Design tt_um_neural_network, sky130hd; sources not shown.
route_heat.png
The bar under the picture is 50 microns long. 39 x 39 tiles, from dark purple (low) to yellow (high), scaled to the fullest tile. Values are wire area over tile area, all layers added.
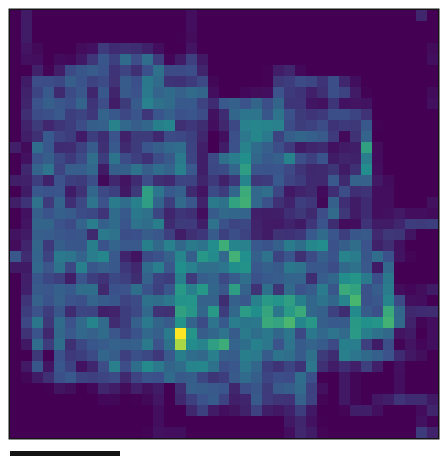
tiles over half the peak: 3.0%
nearly empty tiles: 28%
mean over tiles: 0.12
fullest tile: 0.67
final WL: 29.3 mm
total number of vias: 7938
GRT Resource Usage Total: 0.161

clock_wires.png
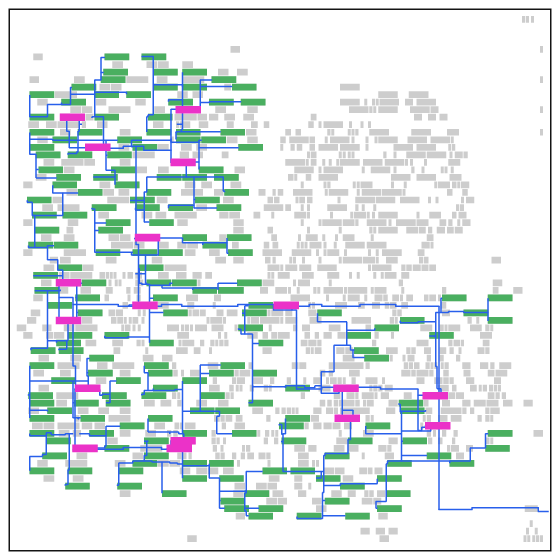
legend:
  green:
    item: flip-flops
    count: 184
  blue:
    item: clock wires
    length: 2450 microns
  magenta:
    item: clock-net drivers
    count: 17
flops lie: spread over the die
Clock Skew: 11.9 ps
Late-Pin Clk Latency: 440 ps

m4.png
The bar under the picture is 50 microns long. Supply wires on this layer in grey.
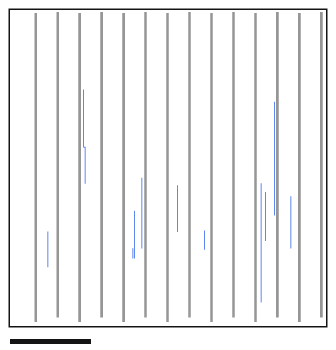
nets with wire on the layer: 8
longest straight run: 73.4 microns
share of all routed wire: 1.4%

ff_map.png
Other sequential cells in the stronger grey, the rest of the logic in the fainter grey.
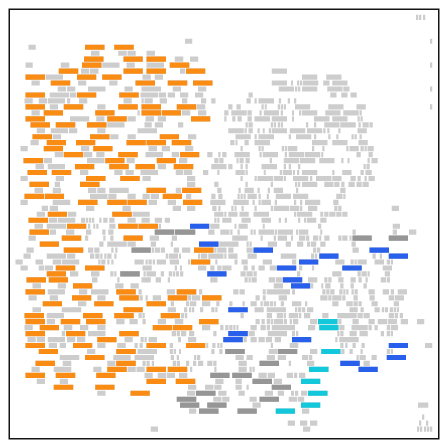
legend:
  blue:
    signal: acc_q
    sequential_cells: 20
  orange:
    signal: regs_q
    sequential_cells: 136
  cyan:
    signal: uo_out
    sequential_cells: 8
    where: bottom right
not coloured: 20
P_seq: 0.00106 W
sequential cell area share: 0.345

placed.png
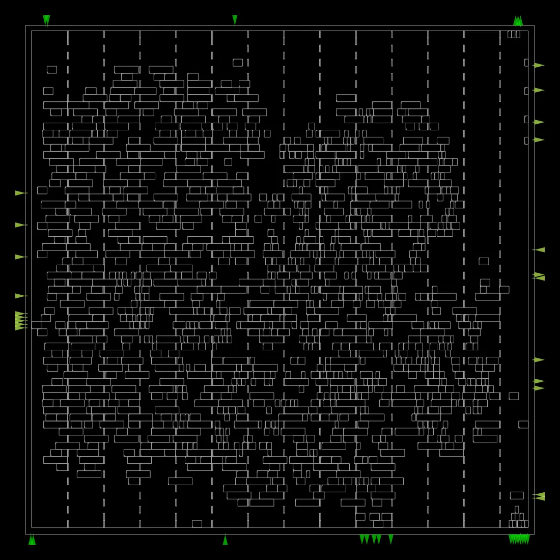
Floorplan Core Area: 36300 sq um
count of filler cells inserted in the layout: 3676
flop count: 184
standard-cell rows: 70
number of standard cells in the final layout excluding fillers: 1568

==> summary.txt <==
Latest figures from synthesis and place and route.

In the global route stage, met2 resource usage came out at 0.254. The via count of the first global-routing pass was a little over 8000. The path type of the worst setup path is flip-flop to flip-flop. The number of violations reported at the end of detailed-routing iteration 0 is 330. The final antenna diode count is 0. The leakage power is 6.17 nW. The category of the worst setup path capture point is a flip-flop.

Per STA, the highest per-stage delay on the worst path measures between 700 and 800 ps. The H-tree was split into 4 levels. The run finished with clean final reports. The synthesis log from Yosys contains 0 warnings. In the layout the commonest cells are 183 x sky130_fd_sc_hd__dfrtp_1, 162 x sky130_fd_sc_hd__mux2_2, 96 x sky130_fd_sc_hd__inv_1, 91 x sky130_fd_sc_hd__nor2_1, 60 x sky130_fd_sc_hd__fa_1. The maximum number of pins on one net before global-route repair is 66. The final-layout worst hold slack is 501 ps. The final report lists the setup-violating endpoint count as 0. The remaining routing DRC violations is 0. The first-pass iteration count of the detailed router is 5. The global-route wire length before repair is around 47 mm. The count of unique library cells instantiated by Yosys is about 63. On the worst setup and hold paths after CTS, the clock-pin slew comes to around 70 ps. Setup slack on the worst reg-to-reg path comes out at 1560 ps. The total of hold buffers inserted after clock tree synthesis is 0. Synthesis inferred 184 register bits. The area of the mapped netlist is 12100 sq um.

The final net count is 1223. Global routing put the most usage on met2. Buffers placed on the I/O ports in this run total 25.

The CTS tree is done. The sequential share of the synthesized area is 0.382. The number of cells on the worst hold path is listed as 1. The setup fix buffers added after clock tree synthesis is 0. Counting flops with a built-in enable in the synthesized netlist gives 0. The layout summary lists the proportion of cells stronger than drive strength 1 as 0.239.

The post-cts resize count is 0. The number of buffers created by CTS is 17. The area of the die is 38100 sq um.

The most critical min-delay path falls under flip-flop to flip-flop. The cell family contributing the most delay on the critical path is adder cells. The layout-stage area growth over the synthesis result is 10.8%.

Routability-driven placement finished with a final weighted congestion of 0.794. The HPWL after detailed placement is approximately 22 mm. The final timing report derives a shortest allowable period of roughly 9000 ps.

Max fanout on the critical path was recorded as 16. The transition time recorded at the tightest slew-check pin is ~870 ps. The worst VDD IR drop from the latest analysis is between 100 and 150 uV.

The number of cell instances on the worst register-to-register path is 26. The most frequent logic cell in the layout is sky130_fd_sc_hd__dfrtp_1. Once placement finished, the instance area stood at around 13000 sq um. Synthesis produced between 1000 and 1500 cells.

The number of standard cells reported by yosys is between 1000 and 1500. The mean instance size in the synthesized netlist is around 11 sq um. Timing would allow up to 0.111 GHz. The number of max-cap violations is 0. The starting utilization of the core area is 0.333.

The number of I/O pins is 43. The type of origin of the critical path is a flip-flop. Counting buffers and inverters, the worst setup path is 26 cells deep. The data required time of the worst path is 10930 ps.

met3 track demand over resource after global routing is 0.0266. Looking at the clock tree report, the root buffer type is sky130_fd_sc_hd__clkbuf_16. The ratio of routed vias to standard cells is 5.06.

The initial antenna violation count is 0. The timing report shows the most common cell along the critical path to be sky130_fd_sc_hd__fa_1. The die extent in x is approximately 200 microns. The number of buffers on the longest clock path is 2. The tree built by TritonCTS fans out to 184 sinks. The most used flip-flop cell is sky130_fd_sc_hd__dfrtp_1. The chip area estimate from yosys synthesis is 12100 sq um.

The worst pin sits at a relative slew slack of 0.418. The met1 track demand over resource in global routing is 0.230. The period utilization is 0.853. The number of flip-flops in the largest register is roughly 140.

The finished cells cover 13400 sq um. The aggregate global routing overflow is 0. After routing, the total negative slack on setup checks comes to 0 ps.

Setup repair after global routing left no endpoint under its margin. The remaining number of nets flagged by the antenna check after routing is 0. Overall power consumption after layout is estimated at about 0.0034 W.

The number of buffers and inverters on the critical path is 3. The critical path's slowest cell is sky130_fd_sc_hd__dfrtp_2. The die height is a little under 200 microns. The max-slew violation total from the final report is 0. The cell area power density is between 200 and 300 nW/um^2.

The detailed-route wire length per cell is ~19 microns. Of all flip-flops after synthesis, the portion carrying an async set or reset was 1.00. In this run the tools logged warnings totalling 35. The worst endpoint data arrival time is ~9400 ps. Hold-check failures listed in the final report amount to 0. Once placement completed, the tool counted placed cells totaling between 1500 and 2000.
routing by layer:
metal  routed length, microns  share of wire
met1                    14400           0.49
met5                        0              0
met2                    13700           0.47
met3                      768          0.026
met4                      404          0.014
worst reg2reg max path: cells and delay by family (launching register included):
family          cells  cell delay [ps]
mux                 1              600
xor+xnor            2              840
compound gates      9             1890
fa+ha+maj           6             2760
flops               1              770
simple gates        5             1620
buf+inv             3              460
power by group:
part	internal (W)	total, W	leakage (nW)	switching, W
Combinational	0.000714	0.00174	3.44	0.00102
Clock	0.000349	0.000636	0.288	0.000288
Sequential	0.000927	0.00106	2.43	0.000131
Total	0.00199	0.00343	6.17	0.00144
logic make-up (layout without fill, tap and decap cells):
family | Yosys count | count (layout) | share of synthesized area
buf+inv | 158 | 172 | 0.0553
simple gates | 201 | 201 | 0.0790
mux | 191 | 191 | 0.200
fa+ha+maj | 117 | 117 | 0.159
flops | 184 | 184 | 0.382
compound gates | 185 | 185 | 0.0987
other cells | 2 | 15 | 0.000623
xor+xnor | 35 | 35 | 0.0254
cell type report:
cell class	instances	area [sq um]
clock buffer	17	425
sequential	184	4610
fill	3676	22900
tap	468	586
multi-input combinational	744	6830
timing repair buffer	45	404
inverter	95	357
clock inverter	15	153
synthesized netlist by cell type, types with 5 or more instances:
library cell               number  area [sq um]
sky130_fd_sc_hd__dfrtp_1      184          4600
sky130_fd_sc_hd__mux2_2       162          1820
sky130_fd_sc_hd__inv_1         94           353
sky130_fd_sc_hd__nor2_1        91           342
sky130_fd_sc_hd__fa_1          60          1200
sky130_fd_sc_hd__ha_1          57           713
sky130_fd_sc_hd__a21oi_1       55           275
sky130_fd_sc_hd__o21ai_0       46           230
sky130_fd_sc_hd__nand2_1       39           146
sky130_fd_sc_hd__clkbuf_1      38           143
sky130_fd_sc_hd__mux4_2        24           541
sky130_fd_sc_hd__xnor2_1       21           184
sky130_fd_sc_hd__buf_4         16           120
sky130_fd_sc_hd__xor2_1        14           123
sky130_fd_sc_hd__nor3_1        13          65.1
sky130_fd_sc_hd__or2_2         10          62.6
sky130_fd_sc_hd__or3_1         10          62.6
sky130_fd_sc_hd__nor2b_1        9          56.3
sky130_fd_sc_hd__a222oi_1       8          80.1
sky130_fd_sc_hd__nand2b_1       8          50.1
sky130_fd_sc_hd__o21a_1         8          60.1
sky130_fd_sc_hd__a21oi_2        7          61.3
sky130_fd_sc_hd__a22o_1         7          61.3
sky130_fd_sc_hd__a21o_1         6          45.0
sky130_fd_sc_hd__o21ai_1        6          30.0
sky130_fd_sc_hd__o21bai_1       6          45.0
sky130_fd_sc_hd__a211oi_1       5          37.5
sky130_fd_sc_hd__a22oi_1        5          37.5
sky130_fd_sc_hd__buf_2          5          25.0
sky130_fd_sc_hd__mux2i_1        5          50.1
metrics by stage:
step | util | setup slack (ps)
after floorplan | - | 2170
after global placement | 0.353 | 1470
after detailed placement | 0.353 | 1440
after CTS | 0.369 | 1440
after global routing | 0.369 | 950
final | 0.369 | 1560
Power and IR drop assume default switching activity.
